Design key_debounce_repeat, sky130hd; sources not shown.
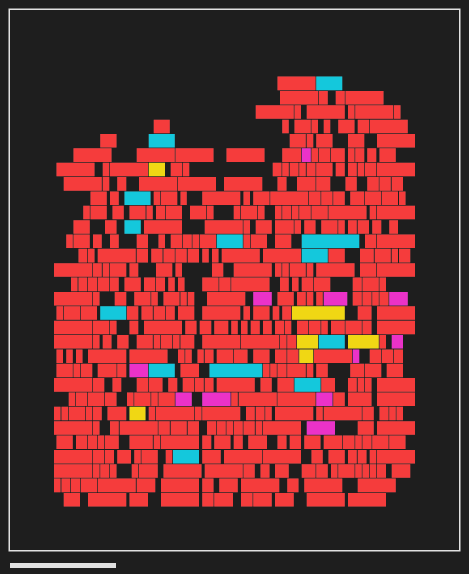
Figure 1: run 1, drive-strength map.
The bar under the picture is 20 µm long.
_6 and larger: in cyan, cells 13, share 2.8%, most used clkbuf_8. _3 and _4 cells: in yellow, cells 6, share 1.3%, most used clkinv_4. _2 cells: in magenta, cells 11, share 2.4%. _0 and _1 cells: in red, cells 433, share 94%, most used dfxtp_1.
design area: 4161 µm²
area delta synth->final: 7.464%
Non-clock buffers: 8
worst setup margin: 1905 ps

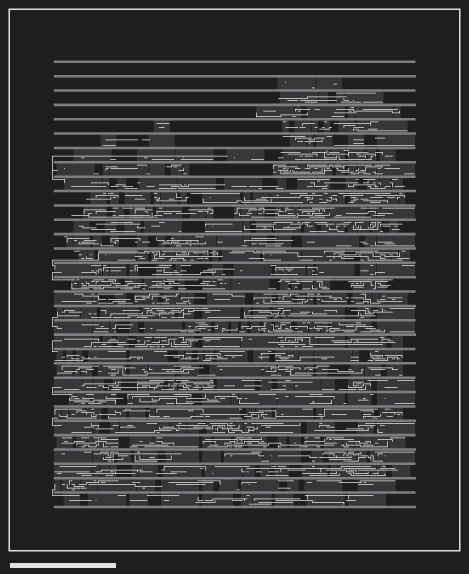
Figure 2: run 1, met1 routing.
The bar under the picture is 20 µm long. Supply wires on this layer in gray. Cells faint in the background.
The longest straight run is 33.1 µm. 443 nets have wire on it. The layer holds 41% of the routed length.
grt met1 use: 19.83%
WL final: 8017 µm
via count: 3282

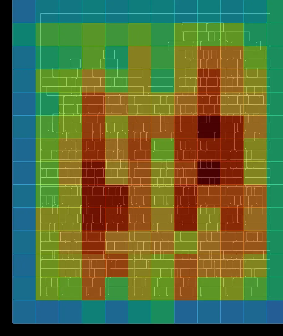
Figure 3: run 1, track usage over the die.
met3 Track Usage GR: 3.138%
final core occ: 72.01%
GRT Util Overall: 19.17%
busiest grt layer: met2

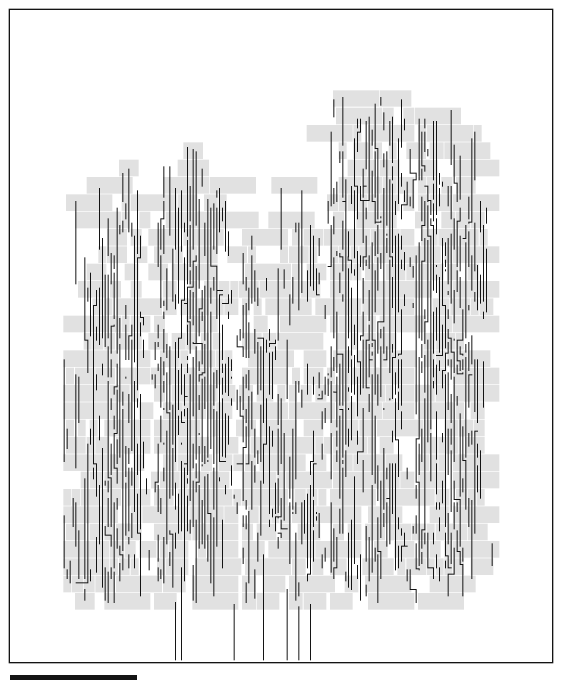
Figure 4: run 1, signal wires on met2.
The bar under the picture is 20 µm long. Cells faint in the background.
The longest straight run is 41.5 µm. The wires run mostly vertical.
grt met2 use: 35.48%

==> run_results.csv, run 1 <==
group,metric,value,unit
place,pre_cts_slack,1910,ps
place,placedCellCount,513,
run,maxCapViolCount,0,
layout,fin_cells,529,
run_status,status,"complete, no violations",
layout,logic_gate_count,350,
layout,final-clk-cell-share,4.961,%
route,vias_per_cell,6.204,
worst_hold_path,worstHoldPathCells,1,
clock_tree,numCtsBuffers,9,
synth,top_cells_by_count,"dfxtp_1 (78), nor2_1 (68), nand2_1 (32), nand3_1 (30), xor2_1 (28)",
layout,buffer_area_share,2.345,%
final_timing,slew_viol_final,0,
synth,postSynthAreaPerCell,8.455,µm²
die,core,5779,µm²
die,chip_area,8699,µm²
die,dieHeight,102.3,µm
place,io_buffers,7,
worst_setup_path,crit_arrival,3030,ps
layout,num_antenna_cells,0,
synth,synth_warnings,0,
clock_tree,clk_pin_slew,90,ps
layout,regArea,1562,µm²
global_route,grt_pass1_wl,13590,µm
pwr,clock_power_share,42.4,%
layout,mostFrequentLayoutCells,"dfxtp_1 (78), nor2_1 (68), nand2_1 (32)",
die,initial_core_util,67.01,%
synth,ys_seq_share,40.32,%
place,hpwl,5629,µm
worst_setup_path,cp-end-kind,"flip-flop",
clock_tree,postCtsResizedCells,0,
worst_setup_path,cp.required,4940,ps
layout,drive_gt1_share,6.479,%
synth,ff_type,"dfxtp_1",
layout,num-nonclk-inverters,11,
synth,edf_count,0,
synth,top_cell_area_share,40.32,%
synth,fp_nets,464,
clock_tree,tritoncts,"yes",
final_timing,holdWs,363.3,ps
run,warnings,26,
worst_setup_path,cp-start-kind,"flip-flop",
layout,nFillCells,410,
pwr,sequentialPower,0.657,mW
final_timing,tightest_slew,961.5,ps
clock_tree,post_cts.repair.setup_buffers,0,
global_route,grt_pass1_vias,3108,
-- run 1: worst reg2reg max path: stages (launching register included) --
cell and delay (ps):
dfxtp_1 390, ha_1 220, nand4_1 290, o41ai_4 900
inv_2 170, o21ai_4 580, nor2_1 130
-- run 1: kinds of logic after synthesis --
| family | synth area share [%] |
|---|---|
| adder cells (fa/ha/maj) | 0.6461 |
| AND/OR/NAND/NOR | 35.96 |
| multiplexers | 0.7755 |
| buffers and inverters | 3.586 |
| flip-flops | 40.32 |
| XOR/XNOR | 11.08 |
| AND-OR/OR-AND | 7.626 |
-- run 1: per-layer routing --
metal,track usage (%),part of all wire (%),vias up
met5,0,0,-
met4,11.81,2.8,0
met3,3.138,3.3,22
met2,35.48,53,89
met1,19.83,41,1542
li1,-,-,1629
==> run 2, diff against run 1 <==
Settings changed: CORE_UTILIZATION 65 to 56, PLACE_DENSITY 0.92 to 0.85.
Clock period 4.77 ns to 2.55 ns, I/O delays scaled along.
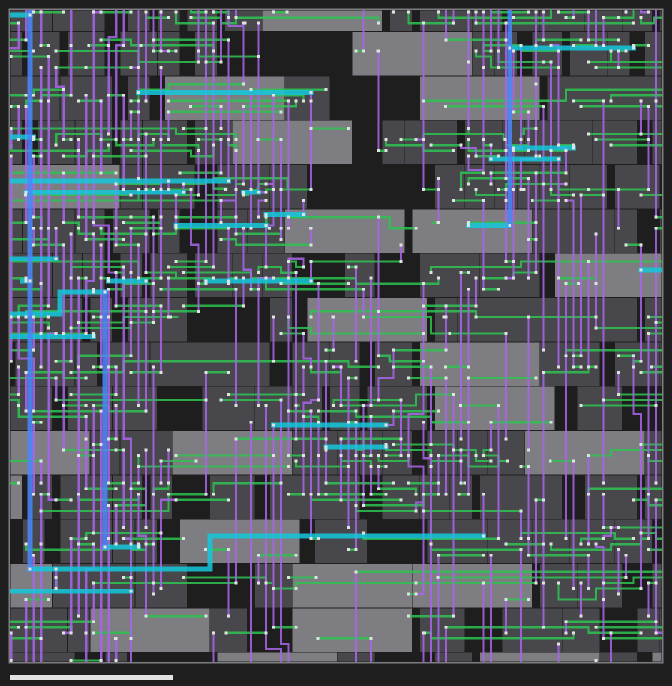
Figure 5: run 2, a small window of the routed layout.
The bar under the picture is 10 µm long. Window x 25 to 65, y 13 to 53 µm. Cells in gray, sequential cells in the stronger gray; small squares are vias.
metal 1: in green. metal 4: in blue. metal 2: in purple. metal 3: in cyan.
Most frequent: dfxtp_1 (19), nor2_1 (13), nand2_1 (13). 143 logic cells have their middle in the window. Sequential cells in the window: 19.

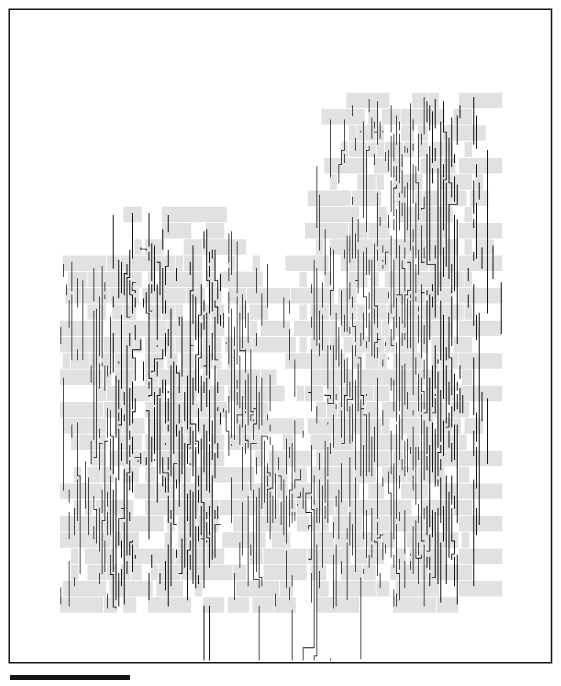
Figure 6: run 2, signal wires on met2.
The bar under the picture is 20 µm long. Cells faint in the background.
via count: 3289
WL final: 8162 µm

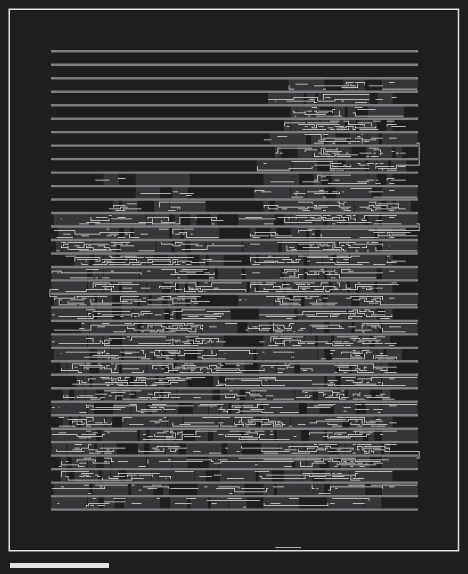
Figure 7: run 2, met1 routing.
The bar under the picture is 20 µm long. Supply wires on this layer in gray. Cells faint in the background.
The longest straight run is 23.5 µm. The wires run mostly horizontal. The layer holds 43% of the routed length.
grt met1 use: 17.54%

==> run 2 against run 1 <==
Via count up 0.21%. Combinational power grew 110%. Wire length increased by 1.8%. Worst hold slack got worse by 1.7 ps. Synthesized area did not move. Global-route usage shrank 2.5 points. Clock power is 120% higher. Critical path type unchanged.
==> run_results.csv, run 2 <==
group,metric,value,unit
worst_setup_path,path_cells,"ha_1 > nor4b_1 > nand3_1 > nor3_2 > a211oi_1 > o21ai_2 > buf_12 > a31oi_1",
die,initial_core_util,56.54,%
route,drc,0,
pwr,power.net_switching,0.5100,mW
layout,num-nonclk-inverters,11,
route,ant_nets,0,
synth,ys_cells,458,
synth,synthAoiAreaFrac,7.625,%
synth,edf_count,0,
route,drtPass1Iterations,4,
layout,num_antenna_cells,0,
layout,nFillCells,551,
layout,flops,78,
pwr,swShare,21.21,%
pwr,seq_power_share,51.1,%
worst_setup_path,cp.required,2780,ps
clock_tree,clk_pin_slew,90,ps
clock_tree,post_cts.repair.setup_buffers,0,
final_timing,fin_crit_sh,92.02,%
global_route,busiest_layer,"met2",
worst_setup_path,worst-path-buf-inv,1,
layout,logic_gate_count,350,
synth,fp_nets,464,
layout,nets,476,
worst_hold_path,worstHoldPathCells,1,
final_timing,fmax,0.4261,GHz
worst_setup_path,cp-start-kind,"flip-flop",
layout,final-clk-cell-share,5.451,%
layout,utilization,63.01,%
run,warnings,26,
place,io_buffers,7,
final_timing,setup_ws,203.4,ps
die,core,6849,µm²
worst_setup_path,cp-end-kind,"flip-flop",
clock_tree,cts.hold.buffers_added,0,
synth,fa_ha_area_share,0.6462,%
global_route,grtUsageMet2,31.14,%
place,pre_cts_slack,255.4,ps
synth,ys_seq_share,40.32,%
worst_setup_path,crit_slowest_cell,"a211oi_1",
run,maxCapViolCount,0,
synth,synth_warnings,0,
layout,num-nonclk-buffers,20,
layout,buffer_area_share,4.465,%
layout,largest_reg_flops,64,
global_route,grt_pass1_vias,3087,
synth,ff_type,"dfxtp_1",
die,io_pins,8,
clock_tree,postCtsResizedCells,0,
synth,synth-xor-area-share,11.08,%
layout,dominant_cells,"multi-input combinational cells",
synth,netlist_area,3872,µm²
worst_setup_path,rrSetupSlack,200,ps
worst_setup_path,crit_cells,8,
synth,top_cells_by_count,"dfxtp_1 (78), nor2_1 (68), nand2_1 (32), nand3_1 (30), xor2_1 (28)",
worst_setup_path,crit_fanout,32,
run_status,status,"complete, no violations",
synth,synth-async-reset-ratio,0,%
worst_setup_path,critPathKind,"flip-flop to flip-flop",
die,dieHeight,109.0,µm
route,vias_per_cell,5.832,
final_timing,fin_crit,2347,ps
synth,ys_sh_simple,35.96,%
place,hpwl,5759,µm
die,chip_area,9849,µm²
global_route,grt_overflow,0,
layout,syn_to_final_growth,11.44,%
final_timing,finalHoldViolCount,0,
synth,top_cell_area_share,40.32,%
synth,topCombFamilyByArea,"simple AND/OR/NAND/NOR gates",
final_timing,slew_viol_final,0,
clock_tree,clkLatencyLatePin,360,ps
clock_tree,tritoncts,"yes",
pwr,clock_power_share,46.1,%
layout,regArea,1562,µm²
layout,nClkBuffers,9,
pwr,power_density,557.1,nW/µm²
clock_tree,numCtsBuffers,9,
final_timing,tightest_slew,964.8,ps
layout,comb-cell-share,50.33,%
global_route,met3_usage,2.961,%
layout,drive_gt1_share,8.650,%
synth,ys_sh_mux,0.7754,%
global_route,grt_use_total,16.65,%
global_route,grt_pass1_wl,13590,µm
global_route,antenna_found_initial,0,
layout,mostFrequentLayoutCells,"dfxtp_1 (78), nor2_1 (68), nand2_1 (32)",
worst_setup_path,crit_arrival,2580,ps
synth,postSynthAreaPerCell,8.455,µm²
==> run 2: power by group through the flow <==
stage / logic, mW / registers, mW / clock network [mW]
floorplan: 0.0443 / 1.25 / 0
global route: 0.0725 / 1.23 / 1.17
global placement: 0.0650 / 1.26 / 0
detailed placement: 0.0668 / 1.26 / 0
finish: 0.0670 / 1.23 / 1.11
CTS: 0.0671 / 1.23 / 1.13
==> run 2: metal layers <==
layer	share of wire, %	up-vias
met5	0	-
met4	2.2	0
met3	3.6	19
met2	51	82
met1	43	1548
li1	-	1640
==> run 2: per-stage QoR <==
step           hold slack, ps  std cells  area (µm²)
4_1_cts                 363.5        564        4315
6_report                361.5        564        4315
5_1_grt                 382.7        564        4315
2_1_floorplan           278.0        458        3872
3_5_place_dp            345.8        549        4080
3_3_place_gp            342.2        549        4080
No activity file was given, so power comes from the tool's default toggle rates.
